**config.mk**
```make
export PLATFORM = sky130hd
export DESIGN_NAME = dram_arbiter
export DESIGN_NICKNAME = d
export VERILOG_FILES = /design/src/rtl/dram_arbiter.sv
export SDC_FILE = /design/constraint.sdc
export NUM_CORES = 1
export LEC_CHECK = 0
export CAP_MARGIN = 30
export CELL_PAD_IN_SITES_DETAIL_PLACEMENT = 0
export CELL_PAD_IN_SITES_GLOBAL_PLACEMENT = 2
export CORE_ASPECT_RATIO = 1.25
export CORE_MARGIN = 3
export CORE_UTILIZATION = 25
export CTS_CLUSTER_SIZE = 25
export DETAILED_ROUTE_END_ITERATION = 10
export PLACE_DENSITY_LB_ADDON = 0.1
export SLEW_MARGIN = 25
export SYNTH_ARGS = -nofsm -noshare
export SYNTH_HDL_FRONTEND = slang
export SYNTH_SLANG_ARGS = --single-unit
```
**constraint.sdc**
```tcl
create_clock -name g_clk -period 3.8 [get_ports g_clk]
set_clock_uncertainty 0.1 [all_clocks]
set_input_delay 1.14 -clock g_clk [delete_from_list [all_inputs] [get_ports g_clk]]
set_output_delay 1.14 -clock g_clk [all_outputs]
set_load 0.02 [all_outputs]
```
**src/rtl/dram_arbiter.sv**
```systemverilog
// dram_arbiter: shares the single-port data RAM between the stage-three CPU
// port and the block-transfer DMA engine. The CPU has priority. The DMA
// engine runs bursts through an IDLE/BURST/DONE state machine.
// Optional build macro ARB_STARVE_GUARD_EN adds a starvation guard. With the
// guard, the DMA is forced a slot after STARVE_MAX consecutive CPU wins
// during a burst.
//
// Handshake semantics:
//   cpu_req / cpu_stall : an access is taken in any cycle where cpu_req=1 and
//                         cpu_stall=0; otherwise the pipeline holds.
//   dma_wdata / dma_wready : the beat is consumed in a cycle where
//                         dma_wready=1; the source advances after that edge.
//   cpu_rvalid / dma_rvalid : single-cycle pulses one cycle after a read
//                         grant. There is no back-pressure on read returns.
module dram_arbiter #(
    parameter int D_WIDTH = 8,
    parameter int A_WIDTH = 8
`ifdef ARB_STARVE_GUARD_EN
    ,
    parameter int STARVE_MAX = 3
`endif
) (
    input  logic               g_clk,
    input  logic               g_clr,
    input  logic               cpu_req,
    input  logic               cpu_we,
    input  logic [A_WIDTH-1:0] cpu_addr,
    input  logic [D_WIDTH-1:0] cpu_wdata,
    output logic               cpu_stall,
    output logic [D_WIDTH-1:0] cpu_rdata,
    output logic               cpu_rvalid,
    input  logic               dma_start,
    input  logic               dma_we,
    input  logic [A_WIDTH-1:0] dma_base,
    input  logic [A_WIDTH-1:0] dma_len,
    input  logic [D_WIDTH-1:0] dma_wdata,
    output logic               dma_wready,
    output logic [D_WIDTH-1:0] dma_rdata,
    output logic               dma_rvalid,
    output logic               dma_busy,
    output logic               dma_done,
    output logic [A_WIDTH-1:0] ram_addr,
    output logic               ram_we,
    output logic               ram_re,
    output logic [D_WIDTH-1:0] ram_wdata,
    input  logic [D_WIDTH-1:0] ram_rdata,
    output logic [1:0]         dbg_state
);

    typedef enum logic [1:0] {
        IDLE  = 2'd0,
        BURST = 2'd1,
        DONE  = 2'd2
    } state_t;

    state_t             state, state_nx;
    logic [A_WIDTH-1:0] base_q, len_q, beat_q;
    logic               we_q;
    logic               cpu_grant, dma_grant;
    logic               starve_ok;
    logic               rd_pend_q, rd_owner_q;   // owner: 1 = DMA, 0 = CPU
    logic [D_WIDTH-1:0] cpu_rdata_q, dma_rdata_q;
    logic               dma_done_q;

`ifdef ARB_STARVE_GUARD_EN
    localparam int SW = $clog2(STARVE_MAX + 1);
    logic [SW-1:0] starve_q;

    assign starve_ok = (starve_q < SW'(STARVE_MAX));

    // Count consecutive CPU wins inside a burst; any DMA grant resets it.
    always_ff @(posedge g_clk) begin
        if (g_clr) begin
            starve_q <= '0;
        end else if (state == IDLE && dma_start) begin
            starve_q <= '0;
        end else if (dma_grant) begin
            starve_q <= '0;
        end else if (state == BURST && cpu_grant) begin
            starve_q <= starve_q + 1'b1;
        end
    end
`else
    // Strict CPU priority: the CPU may hold the RAM for the whole burst.
    assign starve_ok = 1'b1;
`endif

    // Per-cycle arbitration. Outside BURST the CPU owns the RAM. No grant is
    // issued while the clear is held.
    always_comb begin
        cpu_grant = 1'b0;
        dma_grant = 1'b0;
        if (!g_clr) begin
            if (state == BURST) begin
                if (cpu_req && starve_ok) begin
                    cpu_grant = 1'b1;
                end else begin
                    dma_grant = 1'b1;
                end
            end else begin
                cpu_grant = cpu_req;
            end
        end
    end

    // State register.
    always_ff @(posedge g_clk) begin
        if (g_clr) begin
            state <= IDLE;
        end else begin
            state <= state_nx;
        end
    end

    // Next-state logic. The burst ends when beat number len is granted.
    always_comb begin
        state_nx = state;
        case (state)
            IDLE:    if (dma_start) state_nx = BURST;
            BURST:   if (dma_grant && beat_q == len_q) state_nx = DONE;
            DONE:    state_nx = IDLE;
            default: state_nx = IDLE;
        endcase
    end

    // Burst descriptor capture and beat counter.
    always_ff @(posedge g_clk) begin
        if (g_clr) begin
            base_q <= '0;
            len_q  <= '0;
            we_q   <= 1'b0;
            beat_q <= '0;
        end else if (state == IDLE && dma_start) begin
            base_q <= dma_base;
            len_q  <= dma_len;
            we_q   <= dma_we;
            beat_q <= '0;
        end else if (dma_grant) begin
            beat_q <= beat_q + 1'b1;
        end
    end

    // RAM strobes. Without a grant, the address and data follow the CPU port.
    always_comb begin
        ram_addr   = cpu_addr;
        ram_wdata  = cpu_wdata;
        ram_we     = cpu_grant & cpu_we;
        ram_re     = cpu_grant & ~cpu_we;
        dma_wready = 1'b0;
        if (dma_grant) begin
            ram_addr   = base_q + beat_q;
            ram_we     = we_q;
            ram_re     = ~we_q;
            dma_wready = we_q;
            if (we_q) begin
                ram_wdata = dma_wdata;
            end
        end
        cpu_stall = cpu_req & ~cpu_grant;
    end

    // Read owner tag, registered alongside ram_re. A clear drops any read
    // still in flight.
    always_ff @(posedge g_clk) begin
        if (g_clr) begin
            rd_pend_q  <= 1'b0;
            rd_owner_q <= 1'b0;
        end else begin
            rd_pend_q  <= ram_re;
            rd_owner_q <= dma_grant;
        end
    end

    assign cpu_rvalid = rd_pend_q & ~rd_owner_q;
    assign dma_rvalid = rd_pend_q & rd_owner_q;

    // Hold the last returned word so the read data stays stable between reads.
    always_ff @(posedge g_clk) begin
        if (g_clr) begin
            cpu_rdata_q <= '0;
            dma_rdata_q <= '0;
        end else begin
            if (cpu_rvalid) cpu_rdata_q <= ram_rdata;
            if (dma_rvalid) dma_rdata_q <= ram_rdata;
        end
    end

    // The RAM returns data in the cycle after the grant. The data is
    // forwarded in that cycle so the grant-to-rvalid latency is one cycle.
    assign cpu_rdata = cpu_rvalid ? ram_rdata : cpu_rdata_q;
    assign dma_rdata = dma_rvalid ? ram_rdata : dma_rdata_q;

    // One-cycle done pulse while in DONE.
    always_ff @(posedge g_clk) begin
        if (g_clr) begin
            dma_done_q <= 1'b0;
        end else begin
            dma_done_q <= (state == BURST) && (state_nx == DONE);
        end
    end

    assign dma_done  = dma_done_q;
    assign dma_busy  = (state != IDLE);
    assign dbg_state = state;

endmodule

```
==> results.yml <==
# physical design summary
finish:
  buffer_area_frac: 0.300
  num_antenna_cells: 0
  final_cells: 457
  final_cell_mix: "clkdlybuf4s50_1 (74), dfxtp_1 (46), nor2b_1 (18)"
  layout-drive-gt1-share: 0.214
  comb_cells: 163
  seq_area_um2: 921
  biggestCellCategory: "multi-input combinational cells"
  final_cell_area_um2: 3590
  inverters_excl_clock: 8
  clockBufferCount: 7
  areaGrowthSynthToFinish_pct: 58.3
  comb_share: 0.360
floorplanning:
  coreArea_um2: 8750
  die_h_um: 112
  initial_core_util: 0.259
  ios: 96
drt:
  top_layer_used: "met4"
  met1_length_um: 2660
  routed_wl_um: 6160
  detail-route-antenna-nets: 0
  drt-pass1-iter-count: 4
  drc: 0
  wl_met2_um: 3130
sta:
  max_slew_margin: 0.703
  post-route-min-period_ns: 3.76
  tightest_slew_ns: 0.444
  hold_viol_final: 0
  fin_ws_ns: 0.0370
  maxSlewViolCount: 0
  fmax_mhz: 266
  timing.hold.ws_ns: 0.395
yosys:
  ys_chip_area_um2: 2270
  top_cell: "dfxtp_1"
  netlist_logic_family_top: "simple AND/OR/NAND/NOR gates"
  ff_type: "dfxtp_1"
  syn_area_um2: 2270
  mux_share: 0.132
  edf_count: 0
  synthesis.nets: 287
  synth-adder-area-share: 0.0530
  topCellsByArea: "dfxtp_1 (41%), mux2_2 (7.9%), a22o_1 (6.2%)"
  ys_ff: 46
  ys_types: 40
  synthCells: 224
power:
  swShare: 0.260
  clockPowerShare: 0.311
  power_density_nw_per_um2: 322
  ir_drop_v: 0.000158
  intPower_mw: 0.855
  p_comb_mw: 0.275
  finalPower_mw: 1.16
  seq_power_share: 0.451
  clock_power_mw: 0.360
placed_design:
  io_buffers: 95
  gp_congestion: 0.749
  post_dp_cell_area_um2: 3450
run_status:
  outcome: "completed"
hold_path:
  holdCritStartpoint: "dbg_state[0]"
  hold_path.class: "reg -> reg"
worst_setup_path:
  start_kind: "input port"
  crit_family: "simple AND/OR/NAND/NOR gates"
  critPathMaxFanout: 8
  cp-end-kind: "primary output"
  endpoint: "ram_wdata[2]"
  path_common_cell: "buf_6"
  cp.arrival_ns: 2.52
  crit-reg2reg-capture: "beat_q[4]"
global_routing:
  grt_first_pass_wirelength_um: 10200
  grt_max_degree: 24
  gr-usage-met1: 0.148
  grtUsageMet2: 0.220
  grt_util_met3: 0.0322
  grt_antenna_before_repair: 0
clocking:
  numCtsBuffers: 5
run:
  tool_warnings: 27
run_1/port_trees.png
Drawn at 4 px/µm.
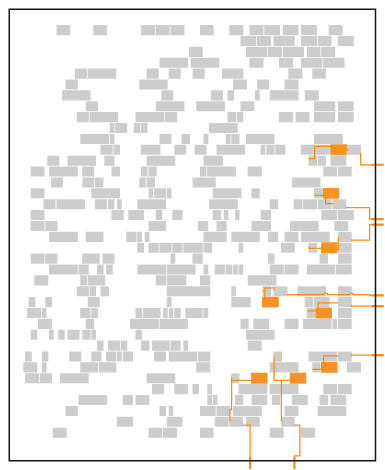
| color | port | direction | end cells | buffers | wire |
|---|---|---|---|---|---|
| orange | cpu_rdata | output | 8 | 8 | 178 µm |

run_1/placed.png
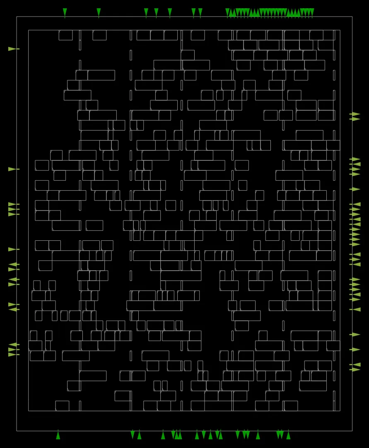
fraction of area in registers: 0.257
Layout Utilization: 0.410

run_1/route_heat.png
Drawn at 3 px/µm. 18 x 22 tiles, from dark blue (low) to red (high), scaled to the fullest tile. Values are wire area over tile area, all layers added.
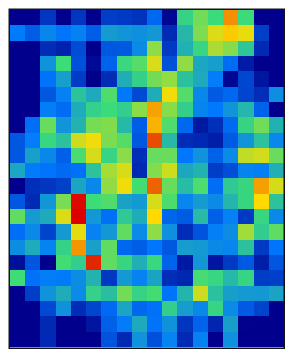
tiles over half the peak: 20%
densest ninth of the die: center
emptiest ninth of the die: north-west
fullest tile: 0.30

Power figures rest on the tool's default switching activity, not on a simulated workload.
